==> config.mk <==
export PLATFORM = sky130hd
export DESIGN_NAME = rtc_timekeeper
export DESIGN_NICKNAME = d
export VERILOG_FILES = /design/src/rtl/rtc_pkg.sv /design/src/rtl/bcd_pair_counter.sv /design/src/rtl/rtc_timekeeper.sv
export SDC_FILE = /design/constraint.sdc
export NUM_CORES = 1
export LEC_CHECK = 0
export CORE_ASPECT_RATIO = 0.5
export CORE_MARGIN = 4
export CORE_UTILIZATION = 35
export CTS_BUF_LIST = sky130_fd_sc_hd__clkbuf_8
export DETAILED_ROUTE_END_ITERATION = 10
export PLACE_DENSITY = 0.59
export SLEW_MARGIN = 0
export SYNTH_ARGS = -nofsm -noshare
export SYNTH_HDL_FRONTEND = slang
export SYNTH_HIERARCHICAL = 1
export SYNTH_SLANG_ARGS = --single-unit
==> constraint.sdc <==
create_clock -name clk -period 7.7 [get_ports clk]
set_input_delay 1.925 -clock clk [delete_from_list [all_inputs] [get_ports clk]]
set_output_delay 1.925 -clock clk [all_outputs]
set_load 0.05 [all_outputs]
Fig. 1: PDN straps and rails
The bar under the picture is 50 um long. Pins as bars on the die edge. Tap cells in grey.
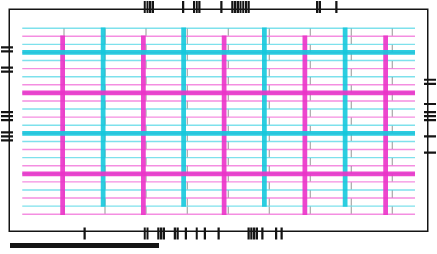
colour	net
magenta	VSS
cyan	VDD
rows	23
met1 rails	24
met5 straps	4
tap cells	112
signal pins	56
Die Wd: 140.2 um
DIE HEIGHT: 74.11 um

Fig. 2: cell classes on the final placement
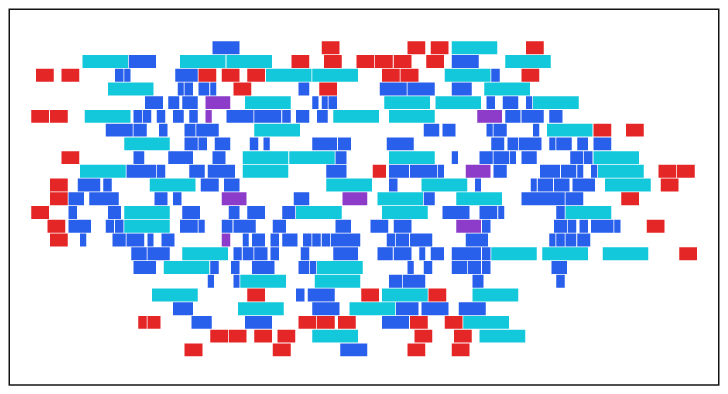
colour	class	cells	share of their area
blue	combinational and other logic	195	44%
purple	clock drivers and dummy loads	8	2.5%
cyan	flops	54	37%
red	other buffers and delay cells	57	16%
Placeable Area: 8259 um^2
FP Rows: 23
fin util: 0.4536
Final Cell Area: 3746 um^2

Fig. 3: clock network drawn from the DEF
The bar under the picture is 50 um long.
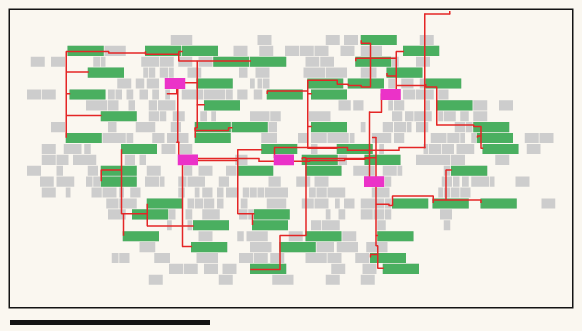
[magenta] clock drivers | count: 5
[green] flip-flops | count: 54
[red] clock wires | length: 700 um
routed clock nets	6
Clk power: 0.164 mW
skew final: 0.006987 ns
worst skew pair latency: 0.31 ns

==> deck_impl_summary.md <==
Physical Implementation Snapshot

Run
  • Tool warnings: 32
  • Max-cap violations: 0

Global route
  • Initial antenna violation count: 0
  • All-Layer GR Usage: 0.1306
  • Vias in the first global route: between 2000 and 2500
  • Congestion Overflow GR: 0
  • First-pass GRT wire length: between 10000 and 15000 um

Clock network
  • CTS tree: yes
  • Worst-path clk slew: 0.10 ns
  • Clock Path Buffers: 2
  • Hold Buf Count CTS: 0
  • Clk sinks: about 54
  • CTS buffer count: 5
  • Setup bufs post-CTS: 0
  • H-tree depth: 2
  • Clock root cell: clkbuf_8
  • Post-CTS sizing: 0

Worst setup path
  • Startpoint Class: primary input
  • FF-to-FF path depth: 9
  • Crit Path Max Fanout: 10
  • CP arrival: 5.31 ns
  • Critical Path RT: 7.95 ns
  • R2R Setup Slk: around 4.3 ns
  • CP Class: in -> reg
  • Crit end category: flop

Final timing
  • Final WS setup: around 2.6 ns
  • Final Hold Viols: 0
  • RSZ-0062 raised after global routing: no
  • Setup TNS: 0 ns
  • Slew @ Worst Pin: roughly 0.96 ns
  • Finish-stage setup viols: 0
  • Rel. slew slack: 0.3575
  • Final slew viol count: 0
  • Fmax achieved: 197.5 MHz
  • Final min period: about 5.1 ns
  • Final Cycle Share: 0.6576

Logic synthesis
  • Synth warn: 6
  • # Cells Yosys: ~260
  • Count of library flops with an enable pin: 0
  • Synthesized registers: between 50 and 60
  • Synth Seq Share: 0.4417
  • Mapped Cells: 260
  • Syn nets: ~300
  • Post-synthesis cell type count: roughly 54
  • Mapped cell area: between 3000 and 4000 um^2
  • Main flop type: dfrtp_1
  • Avg Cell Area, Syn: between 10 and 15 um^2
  • Yosys chip area: around 3100 um^2
  • Async set-reset flop share out of synthesis: 1.000

Route
  • Pre-Repair DR Iteration Count: 5
  • WL/cell: ~16 um
  • # DRC: 0
  • Avg Vias per Cell: 5.129
  • Post-DRT Antenna Nets: 0
  • Via count: between 2000 and 2500
  • Routed WL: a little under 7000 um
  • Starting DRT DRC Count: between 100 and 150

Final layout
  • Layout net count: 353
  • Max reg flops: 24
  • Synthesis-to-layout area growth: 22.45%
  • # diodes: 0
  • Share of post-route cells with drive strength above 1: 0.1752
  • Post-route insts no fill: about 430

Pwr
  • Max VDD drop: 172.8 uV
  • Leakage: ~1.5 nW
  • P per Cell Area: 294.3 nW/um^2

Floorplan
  • Die Size: 10390 um^2
  • Ports: around 56
  • Core Util at FP: 0.3704

Hold path
  • HP Class: reg -> reg
  • WHS Path Cells: 2

Placed design
  • Placed cell count: 418
  • HPWL after DPL: around 4800 um
  • Placement Setup Slack: 2.372 ns
  • Final GP Congestion: 0.8099
  • Buffers added on ports: ~55

Run status
  • Status: finished clean
==> cell usage after synthesis (3+ instances only) <==
library cell | instances | area [um^2]
dfrtp_1 | 54 | 1351
a21oi_1 | 19 | 95.09
mux2_4 | 19 | 285.3
nand2_1 | 13 | 48.80
nor2b_1 | 13 | 81.33
ha_1 | 12 | 150.1
inv_1 | 12 | 45.04
nand3b_1 | 8 | 60.06
o21ai_0 | 7 | 35.03
mux2i_1 | 6 | 60.06
o21ai_1 | 6 | 30.03
buf_2 | 5 | 25.02
mux2_2 | 5 | 56.30
nand3_1 | 5 | 25.02
nor2_1 | 4 | 15.01
nor3_1 | 4 | 20.02
nor3b_1 | 4 | 30.03
o21a_1 | 4 | 30.03
buf_6 | 3 | 33.78
o41ai_1 | 3 | 26.28
xor2_1 | 3 | 26.28
==> stage by stage <==
stage          hold slack [ns]  cell area, um^2  power (mW)
4_1_cts                 0.4951             3746       1.113
5_1_grt                 0.5284             3746       1.169
3_5_place_dp            0.4762             3655      0.9440
2_1_floorplan           0.4517             3059      0.7764
3_3_place_gp            0.4720             3655      0.9348
6_report                0.4968             3746       1.103
==> metal layers <==
metal	track usage	vias up	wire length, um
met3	0.02954	7	178
met1	0.1785	1084	3352
met5	0	-	0
met2	0.2135	28	3156
li1	-	1066	-
met4	0.03437	0	64
==> cell type report <==
class | count | area, um^2
Clock inverter | 2 | 8.758
Clock buffer | 6 | 82.58
Tap cell | 112 | 140.1
Inverter | 12 | 45.04
Multi-Input combinational cell | 183 | 1558
Fill cell | 767 | 4513
Sequential cell | 54 | 1351
Timing Repair Buffer | 57 | 560.5
==> placed cells by master (no fill, tap or decap), types with 3 or more instances in the layout <==
cell,count
xor2_1,3
nand2_1,13
o41ai_1,3
inv_1,13
o21a_1,4
clkdlybuf4s50_1,54
ha_1,12
nand3b_1,8
o21ai_0,7
nor2_1,4
o21ai_1,6
a21oi_1,19
nor2b_1,12
nor3_1,4
mux2i_1,6
dfrtp_1,54
clkbuf_8,6
nand3_1,5
mux2_2,5
mux2_4,19
nor3b_1,4
==> logic make-up after synthesis <==
| family | synth area share |
|---|---|
| buf+inv | 0.05153 |
| xor+xnor | 0.008591 |
| fa+ha+maj | 0.04908 |
| flops | 0.4417 |
| mux | 0.1313 |
| compound gates | 0.1542 |
| simple gates | 0.1636 |
==> worst max-delay path, cell delays in order <==
cell,delay (ns)
clkdlybuf4s50_1,0.47
nor2b_1,0.17
o21a_1,0.31
nand4b_1,0.24
nor2_1,0.49
nand4b_1,0.32
nor2_1,0.54
nand4b_4,0.23
or4_1,0.51
nand3_1,0.10
==> power breakdown <==
| group | switching, mW | internal [mW] |
|---|---|---|
| Clock | 0.0923 | 0.0715 |
| Combinational | 0.282 | 0.211 |
| Sequential | 0.0974 | 0.348 |
Power figures rest on the tool's default switching activity, not on a simulated workload.
